$ cat config.mk
export PLATFORM = sky130hd
export DESIGN_NAME = serial_sub8
export DESIGN_NICKNAME = d
export VERILOG_FILES = /design/src/rtl/serial_sub8.sv
export SDC_FILE = /design/constraint.sdc
export NUM_CORES = 1
export LEC_CHECK = 0
export ABC_AREA = 1
export CORE_ASPECT_RATIO = 1.5
export CORE_MARGIN = 2
export CORE_UTILIZATION = 40
export CTS_CLUSTER_DIAMETER = 80
export DETAILED_ROUTE_END_ITERATION = 10
export GPL_TIMING_DRIVEN = 1
export HOLD_SLACK_MARGIN = 0.1
export PLACE_DENSITY = 0.62
export SETUP_SLACK_MARGIN = 0.5
export SLEW_MARGIN = 0
export SYNTH_ARGS = -nofsm -noshare
export SYNTH_HDL_FRONTEND = slang
export SYNTH_SLANG_ARGS = --single-unit
$ cat constraint.sdc
create_clock -name clk -period 3.1 [get_ports clk]
set_input_delay 0.62 -clock clk [delete_from_list [all_inputs] [get_ports clk]]
set_output_delay 0.62 -clock clk [all_outputs]
set_load 0.02 [all_outputs]
$ cat src/rtl/serial_sub8.sv
// Bit-serial two's-complement subtractor: a - b, one bit per clock, LSB first,
// using one full-adder cell with inverted b and carry-in 1.
module serial_sub8 #(
    parameter int WIDTH = 8
) (
    input  logic             clk,
    input  logic             rst,
    input  logic             start,
    input  logic [WIDTH-1:0] a,
    input  logic [WIDTH-1:0] b,
    output logic             busy,
    output logic             done,
    output logic [WIDTH-1:0] diff,
    output logic             borrow,
    output logic             ovf,
    output logic             zero,
    output logic [1:0]       state_dbg
);

    localparam int CNT_W = $clog2(WIDTH);

    typedef enum logic [1:0] {
        IDLE = 2'd0,
        RUN  = 2'd1,
        DONE = 2'd2
    } state_e;

    // Handshake: start is accepted on any edge where the block is in IDLE or
    // DONE; busy is high for the WIDTH cycles of RUN, then done pulses for
    // exactly one cycle with results valid. start during RUN is dropped.

    state_e             state_q, state_d;
    logic [WIDTH-1:0]   sa_q, sa_d;
    logic [WIDTH-1:0]   sb_q, sb_d;
    logic [WIDTH-1:0]   r_q, r_d;
    logic [CNT_W-1:0]   cnt_q, cnt_d;
    logic               c_q, c_d;
    logic               a_msb_q, a_msb_d;
    logic               b_msb_q, b_msb_d;
    logic [WIDTH-1:0]   diff_q, diff_d;
    logic               borrow_q, borrow_d;
    logic               ovf_q, ovf_d;
    logic               zero_q, zero_d;

    logic               s;
    logic               c_next;
    logic               nb;
    logic [WIDTH-1:0]   final_diff;

    assign nb         = ~sb_q[0];
    assign s          = sa_q[0] ^ nb ^ c_q;
    assign c_next     = (sa_q[0] & nb) | (sa_q[0] & c_q) | (nb & c_q);
    assign final_diff = {s, r_q[WIDTH-1:1]};

    always_comb begin
        state_d  = state_q;
        sa_d     = sa_q;
        sb_d     = sb_q;
        r_d      = r_q;
        cnt_d    = cnt_q;
        c_d      = c_q;
        a_msb_d  = a_msb_q;
        b_msb_d  = b_msb_q;
        diff_d   = diff_q;
        borrow_d = borrow_q;
        ovf_d    = ovf_q;
        zero_d   = zero_q;

        case (state_q)
            IDLE, DONE: begin
                if (start) begin
                    sa_d    = a;
                    sb_d    = b;
                    cnt_d   = '0;
                    c_d     = 1'b1;
                    a_msb_d = a[WIDTH-1];
                    b_msb_d = b[WIDTH-1];
                    state_d = RUN;
                end else if (state_q == DONE) begin
                    state_d = IDLE;
                end
            end
            RUN: begin
                r_d   = final_diff;
                sa_d  = sa_q >> 1;
                sb_d  = sb_q >> 1;
                c_d   = c_next;
                cnt_d = cnt_q + CNT_W'(1);
                if (cnt_q == CNT_W'(WIDTH - 1)) begin
                    state_d  = DONE;
                    diff_d   = final_diff;
                    // Final carry-out of a + ~b + 1 is the inverse of the unsigned borrow.
                    borrow_d = ~c_next;
                    zero_d   = (final_diff == '0);
                    ovf_d    = (a_msb_q != b_msb_q) && (s != a_msb_q);
                end
            end
            default: state_d = IDLE;
        endcase
    end

    always_ff @(posedge clk) begin
        if (rst) begin
            state_q  <= IDLE;
            sa_q     <= '0;
            sb_q     <= '0;
            r_q      <= '0;
            cnt_q    <= '0;
            c_q      <= 1'b0;
            a_msb_q  <= 1'b0;
            b_msb_q  <= 1'b0;
            diff_q   <= '0;
            borrow_q <= 1'b0;
            ovf_q    <= 1'b0;
            zero_q   <= 1'b0;
        end else begin
            state_q  <= state_d;
            sa_q     <= sa_d;
            sb_q     <= sb_d;
            r_q      <= r_d;
            cnt_q    <= cnt_d;
            c_q      <= c_d;
            a_msb_q  <= a_msb_d;
            b_msb_q  <= b_msb_d;
            diff_q   <= diff_d;
            borrow_q <= borrow_d;
            ovf_q    <= ovf_d;
            zero_q   <= zero_d;
        end
    end

    assign busy      = (state_q == RUN);
    assign done      = (state_q == DONE);
    assign diff      = diff_q;
    assign borrow    = borrow_q;
    assign ovf       = ovf_q;
    assign zero      = zero_q;
    assign state_dbg = state_q;

endmodule

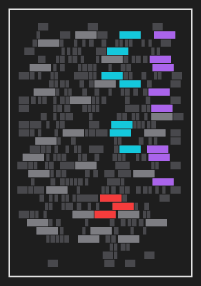
Figure 1: where the registers sit.
Scale: 3 px per µm.
| colour | signal | flops |
|---|---|---|
| red | `cnt_q` | 3 |
| cyan | `r_q` | 7 |
| purple | `diff` | 8 |
not coloured: 24
sequential share of cell area: 36.2%
sequential cell area: 841 µm²
final core utilization: 51.2%
Seq power: 594 µW

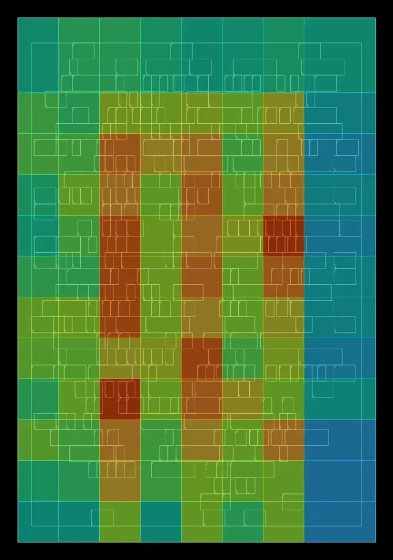
Figure 2: track usage over the die.
most used routing layer: met2
wire per inst: 10.6 µm
M2 GR Usage: 27.6%

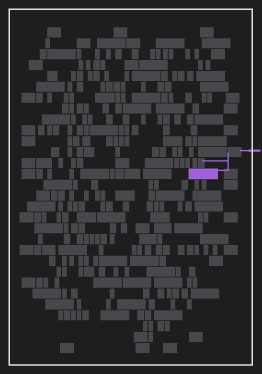
Figure 3: nets reached from selected ports.
Scale: 4 px per µm.
| colour | port | bits | direction | end cells | wire |
|---|---|---|---|---|---|
| purple | `zero` | 1 | output | 1 | 16.0 µm |

==> flow_summary.ini <==
; physical design summary
[outcome]
status = finished, final reports clean

[finish]
multi_input_comb_cells = 177
fin_cells = 364
antennaDiodeCount = 0
final-clk-cell-share_pct = 3.39
syn_to_final_growth_pct = 21.9
flops = 42
dominant_cells = registers
nets = 322
area_share_nonclk_buffers_pct = 14.9
final_layout_size_suffix_gt1_share_pct = 6.00
fin_area_um2 = 2320
inverters = 39
comb_area_um2 = 832
comb_share_pct = 35.8
num-nonclk-buffers = 35
n_clock_buffer = 5

[routing]
met2_length_um = 1940
route.layer.met1.wl_um = 1730
drt_wl_total_um = 3850
maxUsedRoutingLayer = met4
met3WireLength_um = 121
drtPass1Iterations = 5
ant_nets = 0
drc_errors = 0
vias = 1695
drt_iter0_drc = 43
routed_via_density = 4.66

[critical_path]
cp.depth = 3
cp_cell_sequence = inv_2 > nor2_2 > clkdlybuf4s50_1
r2r-end = state_dbg[0]$_SDFFE_PP0P_
worstRegToRegCells = 5
critPathTopFamily = buffers and inverters
crit_path_end = busy
required_ns = 2.48
rrSetupSlack_ns = 1.41
crit_buf_inv = 2
critPathLaunchType = flop
cp_slowest_cell = clkdlybuf4s50_1
startpoint = state_dbg[0]$_SDFFE_PP0P_

[sta]
worst_hold_slack_ns = 0.471
hold_viol = 0
clock_skew_ns = 0.00423
period_minus_slack_ns = 2.35
min_period_over_period_pct = 75.9
setup_viol = 0
timing.final.ws_setup_ns = 0.747
rsz0062_at_grt = false
relSlewSlack_pct = 64.4

[min_path]
hold_path_end = a_msb_q$_SDFFE_PP0P_
min_from = a_msb_q$_SDFFE_PP0P_
timing.hold.worst.class = flop to flop

[grt]
grtUsageMet3_pct = 3.51
met1_usage_pct = 19.9
grt_pass1_wl_um = 6650
grt_use_total_pct = 16.2
grt_pass1_vias = 1519
overflow = 0
antenna_found_initial = 0

[logic_synthesis]
area_leaders = dfxtp_1 44%, nand3_1 9.4%, nand2_1 8.5%, nor2_1 8.5%, inv_1 5.3%
floorplan.nets = 295
postSynthSeqShare_pct = 44.1
syn_area_per_cell_um2 = 6.98
largest_area_cell = dfxtp_1
yosysTopAreaCellShare_pct = 44.1
yosysUniqueCellTypes = 21
synthArstFlopShare_pct = 0
yosysWarnings = 0

[die]
n_tap_cell = 64
chipArea_um2 = 5350
rows = 30
die_w_um = 60.4
num_io_pins = 34
fp_util_pct = 42.0
die_y_um = 88.6
core_um2 = 4540

[job]
warnings = 26
maxCapViolCount = 0

[clocking]
cts_tree = done
clkLatencyLatePin_ns = 0.29
ctsResizeCount = 0
clock_path_buffers = 2
numCtsBuffers = 5

[power]
power_density_nw_per_um2 = 482
max-vdd-ir-drop_uv = 325
power.total_uw = 1120

[placed_design]
placed_area_um2 = 2240
dp.cells = 357
dp_hpwl_um = 2560
==> layout by cell type (no fill, tap or decap), drive strengths merged <==
cell type      instances
fa                     1
ha                     2
nand3                 37
clkbuf                 5
clkdlybuf4s50         33
nand2                 46
a21oi                 12
clkinv                11
dfxtp                 42
nand3b                 1
nor2                  45
nor3                  15
o21ai                 18
buf                    2
inv                   30
==> cell families (layout without fill, tap and decap cells) <==
logic type / count (synthesis) / count (layout) / synth area share (%)
buf+inv: 54 / 81 / 12.3
fa+ha+maj: 3 / 3 / 2.36
compound gates: 30 / 30 / 7.87
simple gates: 144 / 144 / 33.4
flops: 42 / 42 / 44.1
==> power by group <==
group,internal (µW),switching (µW)
logic,81.2,114
registers,575,19.2
clock network,151,179
No activity file was given, so power comes from the tool's default toggle rates.
